`config.mk`:
```
export PLATFORM = sky130hd
export DESIGN_NAME = exp_normalize_block
export DESIGN_NICKNAME = d
export VERILOG_FILES = /design/src/rtl/exp_normalize_block.sv
export SDC_FILE = /design/constraint.sdc
export NUM_CORES = 1
export LEC_CHECK = 0
export ABC_AREA = 0
export ABC_CLOCK_PERIOD_IN_PS = 15330
export CAP_MARGIN = 20
export CORE_MARGIN = 1
export CORE_UTILIZATION = 35
export DETAILED_ROUTE_END_ITERATION = 8
export GPL_ROUTABILITY_DRIVEN = 0
export HOLD_SLACK_MARGIN = 0.1
export PLACE_DENSITY = 0.49
export SYNTH_ARGS = -nofsm -noshare
export SYNTH_HDL_FRONTEND = slang
export SYNTH_SLANG_ARGS = --single-unit
```
`constraint.sdc`:
```
create_clock -name clock_i -period 15.33 [get_ports clock_i]
set_clock_uncertainty 0.2 [all_clocks]
set_input_delay 3.8325 -clock clock_i [delete_from_list [all_inputs] [get_ports clock_i]]
set_output_delay 3.8325 -clock clock_i [all_outputs]
set_load 0.01 [all_outputs]
```
`src/rtl/exp_normalize_block.sv`:
```
// Softmax normalisation stage: gathers one frame of exponent samples,
// accumulates their sum, then emits each sample divided by that sum
// (unsigned fixed-point, same Q format in and out) in arrival order.
// One restoring-division quotient bit is produced per cycle.
module exp_normalize_block #(
    parameter int data_size      = 32,
    parameter int frac_size      = 16,
    parameter int number_of_data = 10
) (
    input  logic                 clock_i,
    input  logic                 reset_i,
    input  logic [data_size-1:0] data_i,
    input  logic                 data_valid_i,
    output logic                 busy_o,
    output logic                 drop_o,
    output logic [data_size-1:0] data_o,
    output logic                 data_valid_o,
    output logic                 done_o
);

    localparam int ptr_w = (number_of_data > 1) ? $clog2(number_of_data) : 1;
    // Sum of number_of_data samples can never overflow this width.
    localparam int sum_w = data_size + $clog2(number_of_data);
    // Numerator is the sample pre-scaled by 2^frac_size.
    localparam int num_w = data_size + frac_size;
    localparam int cnt_w = $clog2(num_w);

    localparam logic [ptr_w-1:0] last_ptr  = ptr_w'(number_of_data - 1);
    localparam logic [cnt_w-1:0] last_iter = cnt_w'(num_w - 1);

    typedef enum logic [1:0] {COLLECT, LOAD, DIV, OUT} state_t;

    state_t               state;
    logic [ptr_w-1:0]     wr_ptr;
    logic [ptr_w-1:0]     rd_ptr;
    logic [sum_w-1:0]     sum;
    // Holds the numerator while dividing; quotient bits shift in from the
    // bottom, so after num_w steps it holds the quotient.
    logic [num_w-1:0]     num;
    logic [sum_w-1:0]     rem;
    logic [cnt_w-1:0]     iter;
    logic [data_size-1:0] buffer [number_of_data];

    // One restoring-division step: bring down the next numerator bit and
    // subtract the divisor when it fits. A zero sum never "fits", so an
    // all-zero frame yields a zero quotient instead of all ones.
    logic [sum_w:0] rem_shift;
    logic [sum_w:0] rem_sub;
    logic [sum_w:0] rem_sel;
    logic           q_bit;
    logic           rem_sel_unused;

    assign rem_shift      = {rem, num[num_w-1]};
    assign rem_sub        = rem_shift - {1'b0, sum};
    assign q_bit          = (sum != '0) && (rem_shift >= {1'b0, sum});
    // Remainder is always below the divisor, so the top bit is never needed.
    assign rem_sel        = q_bit ? rem_sub : rem_shift;
    assign rem_sel_unused = rem_sel[sum_w];

    // Sample storage; written only while collecting, no reset needed since
    // every slot is rewritten before it is read in a frame.
    always_ff @(posedge clock_i) begin
        if (state == COLLECT && data_valid_i) begin
            buffer[wr_ptr] <= data_i;
        end
    end

    // Control FSM with the datapath registers and registered outputs.
    always_ff @(posedge clock_i or posedge reset_i) begin
        if (reset_i) begin
            state        <= COLLECT;
            wr_ptr       <= '0;
            rd_ptr       <= '0;
            sum          <= '0;
            num          <= '0;
            rem          <= '0;
            iter         <= '0;
            data_o       <= '0;
            data_valid_o <= 1'b0;
            done_o       <= 1'b0;
            drop_o       <= 1'b0;
            busy_o       <= 1'b0;
        end else begin
            data_valid_o <= 1'b0;
            done_o       <= 1'b0;
            // Anything offered outside COLLECT is discarded and flagged.
            drop_o       <= data_valid_i && (state != COLLECT);

            case (state)
                COLLECT: begin
                    if (data_valid_i) begin
                        sum <= sum + sum_w'(data_i);
                        if (wr_ptr == last_ptr) begin
                            wr_ptr <= '0;
                            state  <= LOAD;
                            busy_o <= 1'b1;
                        end else begin
                            wr_ptr <= wr_ptr + ptr_w'(1);
                        end
                    end
                end

                LOAD: begin
                    num   <= {buffer[rd_ptr], {frac_size{1'b0}}};
                    rem   <= '0;
                    iter  <= '0;
                    state <= DIV;
                end

                DIV: begin
                    num  <= {num[num_w-2:0], q_bit};
                    rem  <= rem_sel[sum_w-1:0];
                    iter <= iter + cnt_w'(1);
                    if (iter == last_iter) begin
                        state <= OUT;
                    end
                end

                OUT: begin
                    // Quotient never exceeds 1.0, so truncation loses nothing.
                    data_o       <= num[data_size-1:0];
                    data_valid_o <= 1'b1;
                    if (rd_ptr == last_ptr) begin
                        done_o <= 1'b1;
                        rd_ptr <= '0;
                        sum    <= '0;
                        state  <= COLLECT;
                        busy_o <= 1'b0;
                    end else begin
                        rd_ptr <= rd_ptr + ptr_w'(1);
                        state  <= LOAD;
                    end
                end

                default: begin
                    state  <= COLLECT;
                    busy_o <= 1'b0;
                end
            endcase
        end
    end

endmodule
```
**M1 wires**

Cells faint in the background.
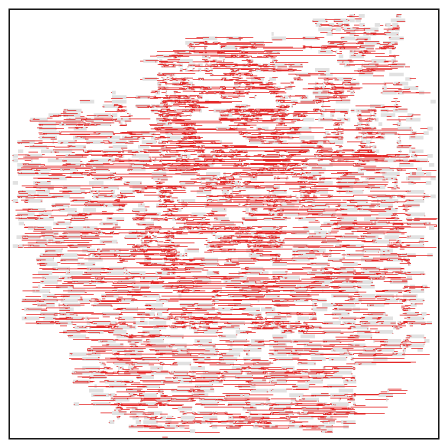
- nets with wire on the layer: 1810
- main direction: horizontal
- longest straight run: 128 um
global routing met1 resource utilization: 24.5%
Vias: 14400
drt total wl: 57300 um

**The metal 2 layer**

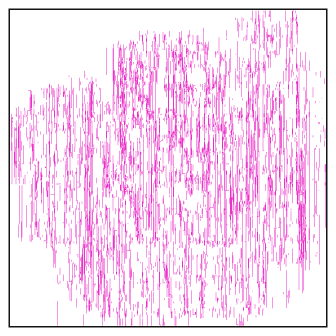
- main direction: vertical
- wire length on this layer: 26.6 mm
- nets with wire on the layer: 1602
- longest straight run: 138 um
- share of all routed wire: 46%

**Signal wires on met3**

Cells faint in the background.
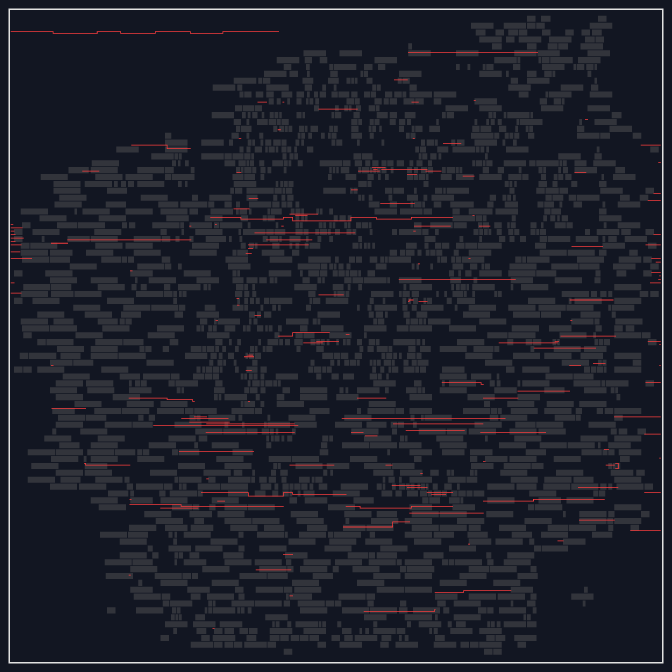
- main direction: horizontal
- longest straight run: 64.4 um
- wire length on this layer: 1870 um
- nets with wire on the layer: 89
- share of all routed wire: 3.3%
met3 capacity usage during global routing: 2.70%

**Met4 routing**

Bar = 100 um. Cells faint in the background.
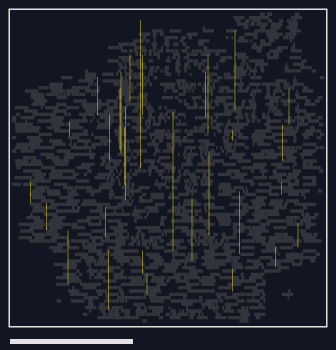
- longest straight run: 120 um
- share of all routed wire: 2.3%
- nets with wire on the layer: 14
- wire length on this layer: 1290 um
- main direction: vertical

**Congestion heat map**

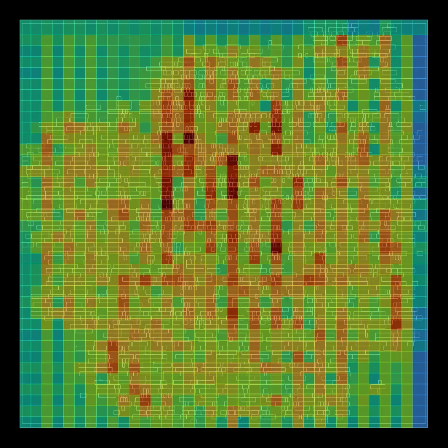
Routed WL per cell: 21.2 um
met2 usage in global routing: 28.2%
busiest layer in global routing: met2
utilization after layout: 40.8%

==> summary.txt <==
Results of the flow run.

The initial antenna violation count stands at 0. The source-to-sink clock delay at the later pin of the worst-skew pair stands at 0.62 ns. Of the total power, combinational logic draws 1.7%. The flow reports that the clock network draws 47.0% of the design power. In the final report, the number of pins over their slew limit comes to 0.

The report shows a maximum critical-path fanout of 11. The number of detailed-routing iterations run before antenna repair stands at 6. The actual transition at the worst max-transition pin stands at 1.06 ns. The number of enable-type register cells in the synthesized netlist stands at 320. The max-slew check reports its worst relative slack as 29.1%. The clock edge transition at the registers on the reported setup and hold paths stands at 0.06 ns. The logic area stands at 0.00848 mm^2. Recorded from the global router log, the overflow total was 0. Cell internal power was estimated by the tool at 2.19 mW. Multiplexer cells account for 9.66% of the synthesized area. In the Yosys report the total cell count is 1741. The switching power as a share of total power stands at 20.9%. The number of rows in the core area stands at 93. Looking at the cell usage after synthesis, the top flip-flop cell is sky130_fd_sc_hd__edfxtp_1. The I/O pin count stands at 71. The maximum number of buffers from clock root to sink stands at 3. The cell count after placement stands at 2600. The power per cell area stands at 105 mW/mm^2. The post-route netlist has 12.8% of its cells at a drive strength greater than 1. The CTS report gives the tree buffer count as 55. The average vias per placed instance stands at 5.33. The top achievable clock speed stands at 137 MHz.

The flow ran to the end, and the final reports show no timing, DRC or antenna violations. The worst setup path is captured at a flip-flop. The worst setup path is launched from a primary input. Ranking logic cells in the layout by count gives the top entries 320 x sky130_fd_sc_hd__edfxtp_1, 168 x sky130_fd_sc_hd__dfrtp_1, 149 x sky130_fd_sc_hd__a21oi_1, 103 x sky130_fd_sc_hd__nor2_1, 100 x sky130_fd_sc_hd__nand2_1. The final timing report lists a hold violation count of 0. The number of different library cells in the post-synthesis netlist stands at 68. The instance count along the most critical hold path stands at 1. Looking at the reg2reg group, the worst path ends at num[0]. The time the final worst path needs with I/O delays and setup stands at 7.31 ns. The post-synthesis net count stands at 1850. Per the OpenROAD floorplan log, the width of the die is 258 um.

The number of nets at the end of the flow stands at 1911. Yosys reports that the leading cell type by area covers 42.0% of the netlist area. Per Yosys stat, the portion of area used by sequential elements is 60.7%.

The required time reported for the critical path endpoint stands at 15.59 ns. The cell count of the worst reg-to-reg path stands at 12. The register area stands at 0.0139 mm^2. Once the clock tree was built, the resizer swapped 0 gates to a different size. In this run the register-to-register setup slack is 10.55 ns.

The area growth from synthesis to layout is 15.1%. Looking at the post-CTS report, the setup buffer insertion count equals 0. The number of H-tree branching levels stands at 2.

The most critical setup path has its endpoint at sum[28]. After detailed routing, the number of remaining DRC violations is 0. The HPWL after detailed placement stands at 34600 um. The root buffer cell chosen for the clock tree is sky130_fd_sc_hd__clkbuf_16. Per the cell usage report, the commonest logic cell in the layout is sky130_fd_sc_hd__edfxtp_1.

The post-synthesis compound-gate area fraction stands at 12.8%. The y dimension of the die stands at 258 um. By area the synthesized netlist is led by sky130_fd_sc_hd__edfxtp_1 42%, sky130_fd_sc_hd__dfrtp_1 19%, sky130_fd_sc_hd__mux4_2 6.3%. Global routing consumed, over all layers together, 17.5% of the routing resources. For reference, the top logic cell family by area is AND-OR/OR-AND gates.

The area share of and/or/nand/nor cells after synthesis stands at 7.90%. The final setup violation count stands at 0. The flip-flop and latch count after synthesis stands at 492. In the post-synthesis netlist, the cell with the most instances is sky130_fd_sc_hd__edfxtp_1. For this configuration, the core starts out at a cell density of 35.5%. The via count of the first global-routing pass was 14800.

For the worst reg-to-reg path, the startpoint reported by OpenROAD is sum[1].
through the flow:
step	total power, mW	area [um^2]	utilization [%]	worst slack [ns]
floorplan	1.46	22900	-	6.64
global placement	1.49	24600	38.1	7.54
detailed placement	1.49	24600	38.1	7.51
CTS	2.81	26400	40.8	8.13
global route	2.86	26400	40.8	7.80
finish	2.77	26400	40.8	8.02
cell type report:
| type | instances | share of cell area, % |
|---|---|---|
| multi-input cells | 1102 | 32.2 |
| inverters | 57 | 0.840 |
| flip-flops and latches | 492 | 52.8 |
| repair buffers | 94 | 3.34 |
| well taps | 855 | 4.06 |
| clock inverters | 31 | 1.11 |
| clock buffers | 72 | 5.65 |
flip-flops by register name, indices dropped and copies added (netlist names):
register and flops:
state 2, data_o 32, rem 36, done_o 1, drop_o 1, rd_ptr 4
buffer 320, iter 6, data_valid_o 1, busy_o 1, num 48, sum 36
wr_ptr 4
worst min path at each step:
stage	start	slack [ns]	endpoint
after floorplan	rem[35]	0.27	rem[35]
after global placement	data_o[13]	0.29	data_o[13]
after detailed placement	data_o[26]	0.30	data_o[26]
after CTS	data_o[6]	0.31	data_o[6]
after global routing	data_o[6]	0.33	data_o[6]
final	data_o[26]	0.30	data_o[26]
layer usage:
metal / share of wire [%] / vias to the layer above / routed length (um) / track usage (%)
met1: 48 / 7322 / 27600 / 24.5
met3: 3.3 / 75 / 1870 / 2.70
li1: - / 6767 / - / -
met4: 2.3 / 0 / 1290 / 4.82
met5: 0 / - / 0 / 0
met2: 46 / 242 / 26600 / 28.2
power by group through the flow:
stage,Clock [mW],Combinational (mW),Sequential [mW]
3_5_place_dp,0,0.0489,1.44
4_1_cts,1.34,0.0491,1.42
2_1_floorplan,0,0.0188,1.44
5_1_grt,1.39,0.0539,1.42
6_report,1.30,0.0477,1.42
3_3_place_gp,0,0.0476,1.44
worst max-delay path, stage by stage:
cell and delay, ns:
sky130_fd_sc_hd__clkdlybuf4s50_1 0.60, sky130_fd_sc_hd__ha_1 0.33, sky130_fd_sc_hd__inv_1 0.08, sky130_fd_sc_hd__fa_1 0.19, sky130_fd_sc_hd__nor2b_1 0.06, sky130_fd_sc_hd__o31a_1 0.27, sky130_fd_sc_hd__o31ai_1 0.66, sky130_fd_sc_hd__a21boi_1 0.18
sky130_fd_sc_hd__o21a_1 0.24, sky130_fd_sc_hd__o21ai_0 0.49, sky130_fd_sc_hd__a31o_2 0.29, sky130_fd_sc_hd__o21ai_0 0.11, sky130_fd_sc_hd__xnor2_1 0.14, sky130_fd_sc_hd__o21ai_0 0.08
kinds of logic (layout without fill, tap and decap cells):
| family | count (synthesis) | in the layout |
|---|---|---|
| AND-OR/OR-AND | 456 | 456 |
| XOR/XNOR | 59 | 59 |
| adder cells (fa/ha/maj) | 74 | 74 |
| buffers and inverters | 147 | 254 |
| flip-flops | 492 | 492 |
| multiplexers | 137 | 137 |
| AND/OR/NAND/NOR | 376 | 376 |
Power and IR drop assume default switching activity.
